## src/rtl/alu_op_sequencer.sv

```systemverilog
`default_nettype none
// ============================================================================
// Module   : alu_op_sequencer
// Brief    : Writes {a, b, op} into the ALU register file, waits SETTLE_CYCLES,
//            captures result/flags and returns them on a valid/ready channel.
//            Optional macro ALU_SEQ_SKIP_UNCHANGED_EN skips redundant writes.
// Revision : 1.0
// ============================================================================
module alu_op_sequencer #(
  parameter int OPERAND_WIDTH    = 8,
  parameter int INST_ADDR_LENGTH = 2,
  parameter int SETTLE_CYCLES    = 1,
  parameter int ERR_CNT_WIDTH    = 8
) (
  input  logic                        clk,
  input  logic                        rstN,
  input  logic                        cmd_valid,
  output logic                        cmd_ready,
  input  logic [OPERAND_WIDTH-1:0]    cmd_op,
  input  logic [OPERAND_WIDTH-1:0]    cmd_a,
  input  logic [OPERAND_WIDTH-1:0]    cmd_b,
  output logic                        alu_write_en,
  output logic [INST_ADDR_LENGTH-1:0] alu_write_addr,
  output logic [OPERAND_WIDTH-1:0]    alu_write_data,
  input  logic [OPERAND_WIDTH-1:0]    alu_result,
  input  logic                        alu_error,
  input  logic                        alu_zero,
  input  logic                        alu_carry,
  input  logic                        alu_overflow,
  output logic                        rsp_valid,
  input  logic                        rsp_ready,
  output logic [OPERAND_WIDTH-1:0]    rsp_result,
  output logic                        rsp_error,
  output logic                        rsp_zero,
  output logic                        rsp_carry,
  output logic                        rsp_overflow,
  output logic                        busy,
  output logic [ERR_CNT_WIDTH-1:0]    err_count
);

  typedef enum logic [2:0] {
    S_IDLE   = 3'd0,
    S_WR_A   = 3'd1,
    S_WR_B   = 3'd2,
    S_WR_OP  = 3'd3,
    S_SETTLE = 3'd4,
    S_RESP   = 3'd5
  } state_t;

  localparam logic [INST_ADDR_LENGTH-1:0] c_ADDR_OP = INST_ADDR_LENGTH'(0);
  localparam logic [INST_ADDR_LENGTH-1:0] c_ADDR_A  = INST_ADDR_LENGTH'(1);
  localparam logic [INST_ADDR_LENGTH-1:0] c_ADDR_B  = INST_ADDR_LENGTH'(2);
  localparam logic [3:0]                  c_SETTLE_LOAD = 4'(SETTLE_CYCLES - 1);

  state_t                   r_state;
  state_t                   w_next_state;
  logic [OPERAND_WIDTH-1:0] r_op;
  logic [OPERAND_WIDTH-1:0] r_a;
  logic [OPERAND_WIDTH-1:0] r_b;
  logic [3:0]               r_cnt;
  logic [OPERAND_WIDTH-1:0] r_rsp_result;
  logic                     r_rsp_error;
  logic                     r_rsp_zero;
  logic                     r_rsp_carry;
  logic                     r_rsp_overflow;
  logic [ERR_CNT_WIDTH-1:0] r_err_count;
  logic                     w_accept;
  logic                     w_capture;
  logic                     w_need_a;
  logic                     w_need_b;
  logic                     w_need_op;

  assign w_accept  = (r_state == S_IDLE) && cmd_valid;
  assign w_capture = (r_state == S_SETTLE) && (r_cnt == 4'd0);

`ifdef ALU_SEQ_SKIP_UNCHANGED_EN
  logic [OPERAND_WIDTH-1:0] r_sh_op;
  logic [OPERAND_WIDTH-1:0] r_sh_a;
  logic [OPERAND_WIDTH-1:0] r_sh_b;
  logic                     r_sh_op_vld;
  logic                     r_sh_a_vld;
  logic                     r_sh_b_vld;
  logic [OPERAND_WIDTH-1:0] w_cur_op;
  logic [OPERAND_WIDTH-1:0] w_cur_a;
  logic [OPERAND_WIDTH-1:0] w_cur_b;

  // In IDLE the decision is made on the incoming command, before it is latched.
  assign w_cur_op  = (r_state == S_IDLE) ? cmd_op : r_op;
  assign w_cur_a   = (r_state == S_IDLE) ? cmd_a  : r_a;
  assign w_cur_b   = (r_state == S_IDLE) ? cmd_b  : r_b;
  assign w_need_a  = !(r_sh_a_vld  && (r_sh_a  == w_cur_a));
  assign w_need_b  = !(r_sh_b_vld  && (r_sh_b  == w_cur_b));
  assign w_need_op = !(r_sh_op_vld && (r_sh_op == w_cur_op));

  always_ff @(posedge clk or negedge rstN) begin
    if (!rstN) begin
      r_sh_op     <= '0;
      r_sh_a      <= '0;
      r_sh_b      <= '0;
      r_sh_op_vld <= 1'b0;
      r_sh_a_vld  <= 1'b0;
      r_sh_b_vld  <= 1'b0;
    end else begin
      case (r_state)
        S_WR_A: begin
          r_sh_a     <= r_a;
          r_sh_a_vld <= 1'b1;
        end
        S_WR_B: begin
          r_sh_b     <= r_b;
          r_sh_b_vld <= 1'b1;
        end
        S_WR_OP: begin
          r_sh_op     <= r_op;
          r_sh_op_vld <= 1'b1;
        end
        default: ;
      endcase
    end
  end
`else
  assign w_need_a  = 1'b1;
  assign w_need_b  = 1'b1;
  assign w_need_op = 1'b1;
`endif

  always_ff @(posedge clk or negedge rstN) begin
    if (!rstN) begin
      r_state <= S_IDLE;
    end else begin
      r_state <= w_next_state;
    end
  end

  always_comb begin
    w_next_state   = r_state;
    alu_write_en   = 1'b0;
    alu_write_addr = '0;
    alu_write_data = '0;
    case (r_state)
      S_IDLE: begin
        if (w_accept) begin
          if (w_need_a)       w_next_state = S_WR_A;
          else if (w_need_b)  w_next_state = S_WR_B;
          else if (w_need_op) w_next_state = S_WR_OP;
          else                w_next_state = S_SETTLE;
        end
      end
      S_WR_A: begin
        alu_write_en   = 1'b1;
        alu_write_addr = c_ADDR_A;
        alu_write_data = r_a;
        if (w_need_b)       w_next_state = S_WR_B;
        else if (w_need_op) w_next_state = S_WR_OP;
        else                w_next_state = S_SETTLE;
      end
      S_WR_B: begin
        alu_write_en   = 1'b1;
        alu_write_addr = c_ADDR_B;
        alu_write_data = r_b;
        if (w_need_op) w_next_state = S_WR_OP;
        else           w_next_state = S_SETTLE;
      end
      S_WR_OP: begin
        alu_write_en   = 1'b1;
        alu_write_addr = c_ADDR_OP;
        alu_write_data = r_op;
        w_next_state   = S_SETTLE;
      end
      S_SETTLE: begin
        if (w_capture) w_next_state = S_RESP;
      end
      S_RESP: begin
        if (rsp_ready) w_next_state = S_IDLE;
      end
      default: w_next_state = S_IDLE;
    endcase
  end

  always_ff @(posedge clk or negedge rstN) begin
    if (!rstN) begin
      r_op <= '0;
      r_a  <= '0;
      r_b  <= '0;
    end else if (w_accept) begin
      r_op <= cmd_op;
      r_a  <= cmd_a;
      r_b  <= cmd_b;
    end
  end

  // Loaded on whichever edge enters SETTLE, so skipped writes still get a full settle window.
  always_ff @(posedge clk or negedge rstN) begin
    if (!rstN) begin
      r_cnt <= 4'd0;
    end else if ((r_state != S_SETTLE) && (w_next_state == S_SETTLE)) begin
      r_cnt <= c_SETTLE_LOAD;
    end else if ((r_state == S_SETTLE) && (r_cnt != 4'd0)) begin
      r_cnt <= r_cnt - 4'd1;
    end
  end

  always_ff @(posedge clk or negedge rstN) begin
    if (!rstN) begin
      r_rsp_result   <= '0;
      r_rsp_error    <= 1'b0;
      r_rsp_zero     <= 1'b0;
      r_rsp_carry    <= 1'b0;
      r_rsp_overflow <= 1'b0;
    end else if (w_capture) begin
      r_rsp_result   <= alu_result;
      r_rsp_error    <= alu_error;
      r_rsp_zero     <= alu_zero;
      r_rsp_carry    <= alu_carry;
      r_rsp_overflow <= alu_overflow;
    end
  end

  always_ff @(posedge clk or negedge rstN) begin
    if (!rstN) begin
      r_err_count <= '0;
    end else if ((r_state == S_RESP) && rsp_ready && r_rsp_error && (r_err_count != '1)) begin
      r_err_count <= r_err_count + 1'b1;
    end
  end

  assign cmd_ready    = (r_state == S_IDLE);
  assign busy         = (r_state != S_IDLE);
  assign rsp_valid    = (r_state == S_RESP);
  assign rsp_result   = r_rsp_result;
  assign rsp_error    = r_rsp_error;
  assign rsp_zero     = r_rsp_zero;
  assign rsp_carry    = r_rsp_carry;
  assign rsp_overflow = r_rsp_overflow;
  assign err_count    = r_err_count;

endmodule
`default_nettype wire

```

## config.mk

```make
export PLATFORM = sky130hd
export DESIGN_NAME = alu_op_sequencer
export DESIGN_NICKNAME = d
export VERILOG_FILES = /design/src/rtl/alu_op_sequencer.sv
export SDC_FILE = /design/constraint.sdc
export NUM_CORES = 1
export LEC_CHECK = 0
export CAP_MARGIN = 20
export CELL_PAD_IN_SITES_DETAIL_PLACEMENT = 1
export CELL_PAD_IN_SITES_GLOBAL_PLACEMENT = 1
export CORE_UTILIZATION = 30
export CTS_CLUSTER_SIZE = 10
export DETAILED_ROUTE_END_ITERATION = 8
export GPL_TIMING_DRIVEN = 1
export PLACE_DENSITY_LB_ADDON = 0.08
export SYNTH_ARGS = -nofsm -noshare
export SYNTH_HDL_FRONTEND = slang
export SYNTH_SLANG_ARGS = --single-unit
```

## constraint.sdc

```tcl
create_clock -name clk -period 2.2 [get_ports clk]
set_input_delay 0.22 -clock clk [delete_from_list [all_inputs] [get_ports clk]]
set_output_delay 0.22 -clock clk [all_outputs]
set_load 0.02 [all_outputs]
```

==> run notes, run 1 <==
run results: Top-area cell share 52.6%, switching power total 1.55 mW, Antenna Nets Post-Route 0, Compound Share, Synth 4.85%, Main area contributors dfrtp_1, mux2_2, nor2_1, Inst Count DP 362, DP Area 3280 µm², leakage power 1.52 nW, Clock Power Share 13.3%, met3 Usage GRT 3.40%, Core Area 7770 µm², TritonCTS clock tree built, hold crit path type in -> async, max-slew violation count 0, antenna cells 0, GR Util met2 21.9%, I/O Pins 74, Mux cell area share 22.7%, Rows 32, Final Wtd Congestion 0.673, Main logic family multiplexers, Critical Path Fanout Max 9, Starting Density 31.2%, most numerous logic cell after layout clkdlybuf4s50_1, largest net degree at the start of global routing 28, Yosys top cell by instances dfrtp_1, yosys stat area 2420 µm², final tally of hold violations 0, Crit Path Class reg -> out, Synth Instances 190, routed via count 1,729, Total Power 4.29 mW, outcome completed, post-synthesis cell area 2420 µm², Slew @ Worst Pin 642 ps, total tool warning count 27, Residual DRC 0, H-tree Lvls 2, M1 GR Usage 19.9%, Synth Register Bits 51, GRT Total Usage 14.2%, ys cells 190
## run 1: flip-flops by register name (all words and copies together) (netlist names)
signal and flops:
rsp_result 8, r_b 8, rsp_error 1, r_a 8, r_op 8, rsp_carry 1
rsp_zero 1, r_state 3, err_count 8, r_cnt 4, rsp_overflow 1
## run 1: how the worst max path moves through the flow
stage | to | cells after the start | from
2_1_floorplan | r_a[0]$_DFFE_PN0P_ | 6 | r_state[2]$_DFF_PN0_
3_3_place_gp | alu_write_data[0] | 5 | r_state[0]$_DFF_PN0_
3_5_place_dp | alu_write_data[1] | 5 | r_state[0]$_DFF_PN0_
4_1_cts | alu_write_addr[1] | 3 | r_state[0]$_DFF_PN0_
5_1_grt | busy | 4 | r_state[2]$_DFF_PN0_
6_report | busy | 4 | r_state[2]$_DFF_PN0_
## run 1: power by group through the flow
stage | sequential, mW | combinational (mW) | clock, mW
final | 1.59 | 2.13 | 0.572
after CTS | 1.59 | 2.19 | 0.594
after detailed placement | 1.60 | 2.21 | 0
after global placement | 1.61 | 2.18 | 0
after global routing | 1.65 | 2.31 | 0.631
after floorplan | 1.68 | 1.21 | 0
## run 1: cell type report
class                           instances  area [µm²]  share of cell area (%)
Timing Repair Buffer                   82         833                    24.5
Tap cell                              102         128                    3.75
Multi-Input combinational cell        122        1050                    30.8
Clock inverter                          1        8.76                   0.257
Clock buffer                            7        86.3                    2.54
Inverter                                6        22.5                   0.662
Sequential cell                        51        1280                    37.5
## run 1: worst max-delay path, delay by kind of cell, from the launching register on
family | cells | cell delay [ps]
and+or+nand+nor | 1 | 220
DFF | 1 | 510
buffers and inverters | 3 | 820
## run 1: what timing repair did
action                                  in CTS  in global routing
hold buffers                                 1                  0
resized                                      5                  9
endpoints found under the hold margin       26                  0
endpoints found under the setup margin      11                  8
run_1/met2.png
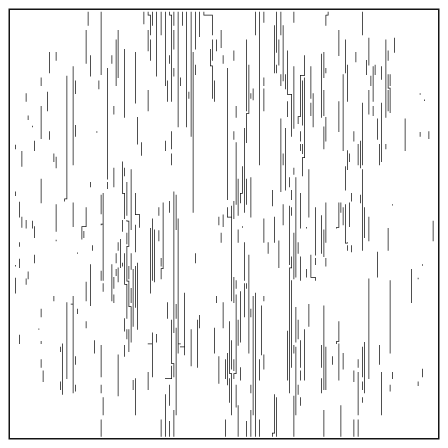
nets with wire on the layer: 282
main direction: vertical
wire length on this layer: 2,500 µm
share of all routed wire: 46%
longest straight run: 34.3 µm

run_1/drive_strength.png
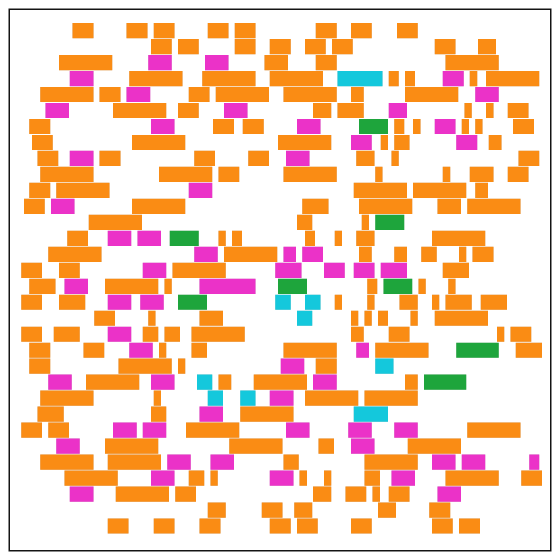
[cyan] drive 3 to 4 | cells: 9 | share: 3.3% | most used: buf_4
[orange] drive 1 or less | cells: 194 | share: 72% | most used: clkdlybuf4s50_1
[green] drive 6 and up | cells: 8 | share: 3.0% | most used: clkbuf_8
[magenta] drive 2 | cells: 58 | share: 22% | most used: mux2_2
Layout Cell Area excl Fill: 3400 µm²
worst setup margin: 135 ps
synth-to-layout area growth: 40.4%
nonclk buf count: 82

run_1/final_clocks.png
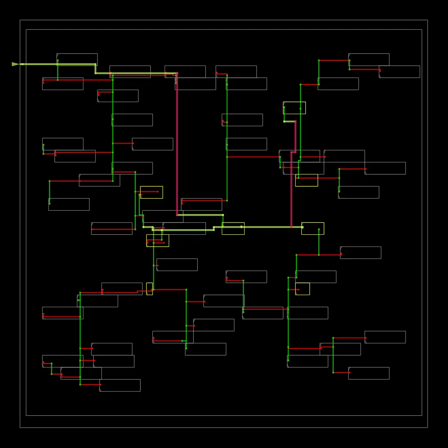
Late-Pin Clk Latency: 300 ps
FFs & Latches: 51
skew final: 8.91 ps
CLK BUF: 7
clock buffer count from CTS: 5

run_1/gate_families.png
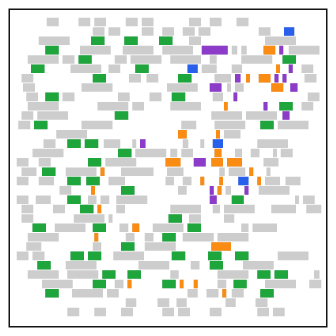

## Run 2: what changed since run 1
Settings changed: PLACE_DENSITY_LB_ADDON 0.08 to 0.05, SETUP_SLACK_MARGIN from default to 0.1.
run_2/gate_families.png
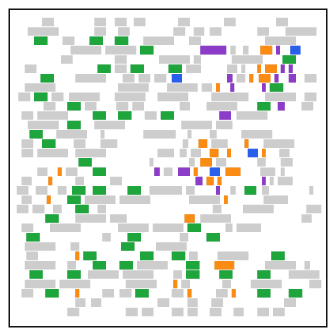
[orange] NOR gates | cells: 27 | most used: nor2_1 | where: widely spread
[green] multiplexers | cells: 49 | most used: mux2_2 | where: widely spread
[blue] XOR/XNOR gates | cells: 4
[purple] NAND gates | cells: 16 | most used: nand2_1
post-route non-filler standard cell count: 372
most numerous logic cell after layout: clkdlybuf4s50_1
fraction of area in multi-input gates: 30.7%

==> run 2 against run 1 <==
  * Synthesized cell count stayed put
  * Routed wire length up 0.13%
  * Sequential power hardly changed
  * Area after synthesis unchanged
  * Setup slack improved by 84 ps
  * Via count is 2.5% lower
  * Global-route usage down 0.42 points
  * Total power grew 1.3%
  * Flip-flop count did not move
  * Clock skew rose by 1.9 ps
==> run notes, run 2 <==
run results: outcome completed, Rows 32 (unchanged), post-synthesis cell area 2420 µm² (unchanged), Critical Path Fanout Max 9 (unchanged), crit path to alu_write_en, maximum vdd drop 0.000486 V, leakage power 1.46 nW (-3.5%), Synth Register Bits 51 (unchanged), TritonCTS clock tree built, Yosys top cell by instances dfrtp_1, H-tree Lvls 2 (unchanged), Critical path buffers and inverters 2 (-1), I/O Pins 74 (unchanged), input/output buffers 73, skew final 10.8 ps (+1.87 ps), Crit Path Class reg -> out, largest net degree at the start of global routing 33 (+18%), critical path's top delay family buffers and inverters, Final Wtd Congestion 0.680 (+1.0%), crit path from r_state[2]$_DFF_PN0_, final tally of hold violations 0 (unchanged), Stages on worst setup path 3 (-1), total tool warning count 27 (unchanged), Slew @ Worst Pin 495 ps (-146 ps), CP Cell Sequence buf_4 -> nor2_1 -> clkdlybuf4s50_1, hold crit path type in -> async, yosys stat area 2420 µm² (unchanged), routed via count 1,686 (-2.5%), ys cells 190 (unchanged), Core Area 7770 µm² (unchanged), Residual DRC 0 (unchanged), clock buffer count from CTS 5 (unchanged), Top-area cell share 52.6% (unchanged), Period minus WS final 1980 ps, antenna cells 0 (unchanged), final wirelength 5390 µm, Antenna Nets Post-Route 0 (unchanged), Synth Instances 190 (unchanged), Main area contributors dfrtp_1, mux2_2, nor2_1, Starting Density 31.2% (unchanged), Synth Area per Inst 12.8 µm², Late-Pin Clk Latency 300 ps (about the same)
run_2/drive_strength.png
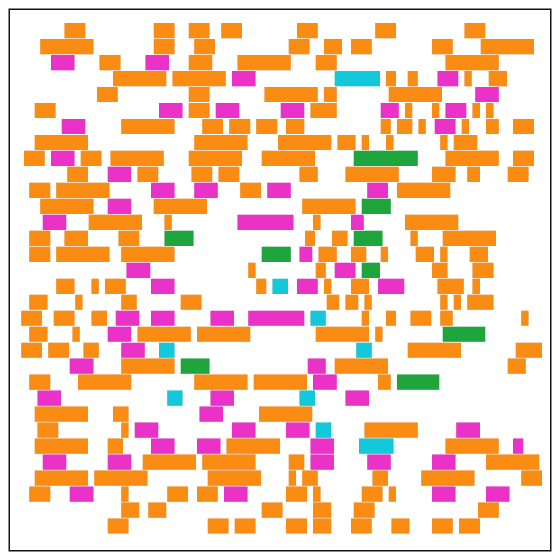
[orange] drive 1 or less | cells: 194 | share: 72% | most used: clkdlybuf4s50_1
[green] drive 6 and up | cells: 9 | share: 3.3% | most used: clkbuf_8
[magenta] drive 2 | cells: 58 | share: 21% | most used: mux2_2
[cyan] drive 3 to 4 | cells: 9 | share: 3.3% | most used: buf_4
synth-to-layout area growth: 40.2%
nonclk buf count: 83
worst setup margin: 219 ps
Layout Cell Area excl Fill: 3400 µm²

==> run 2: routing by layer <==
metal | wire length, µm | GRT usage, % | vias to the layer above
met5 | 0 | 0 | -
met4 | 44 | 3.13 | 0
met3 | 266 | 3.90 | 5
met2 | 2470 | 21.3 | 34
met1 | 2600 | 19.1 | 825
li1 | - | - | 822
==> run 2: cell type report <==
class | instances | area [µm²]
sequential | 51 | 1280
fill | 838 | 4370
inverter | 6 | 22.5
clock buffer | 6 | 72.6
tap | 102 | 128
clock inverter | 2 | 38.8
timing repair buffer | 83 | 816
multi-input combinational | 122 | 1040
==> run 2: report_power, final <==
group          internal (mW)  leakage (nW)  switching, mW  total (mW)
clock network          0.344        0.0558          0.320       0.664
logic                   1.12         0.783          0.976        2.10
registers               1.33         0.623          0.255        1.58
total                   2.80          1.46           1.55        4.35
==> run 2: logic make-up after synthesis <==
logic type	Yosys count	synth area share [%]
AND-OR/OR-AND	17	4.85
adder cells (fa/ha/maj)	3	1.55
flip-flops	51	52.6
AND/OR/NAND/NOR	49	12.4
buffers and inverters	17	4.44
XOR/XNOR	4	1.45
multiplexers	49	22.7
==> run 2: metrics by stage <==
| step | util [%] | std cells | total power, mW | cell area, µm² | worst slack [ps] |
|---|---|---|---|---|---|
| finish | 43.8 | 372 | 4.35 | 3400 | 219 |
| detailed placement | 42.3 | 363 | 3.83 | 3290 | 239 |
| CTS | 43.7 | 372 | 4.44 | 3400 | 114 |
| global placement | 42.3 | 363 | 3.81 | 3290 | 232 |
| floorplan | - | 190 | 2.90 | 2420 | 533 |
| global route | 43.8 | 372 | 4.65 | 3400 | 105 |
==> run 2: timing repair <==
item	CTS	global route
pin swaps	0	0
endpoints found under the setup margin	13	1
gates resized	15	1
hold buffers	1	0
endpoints found under the hold margin	19	0
Power is estimated from default activity; no workload was simulated.
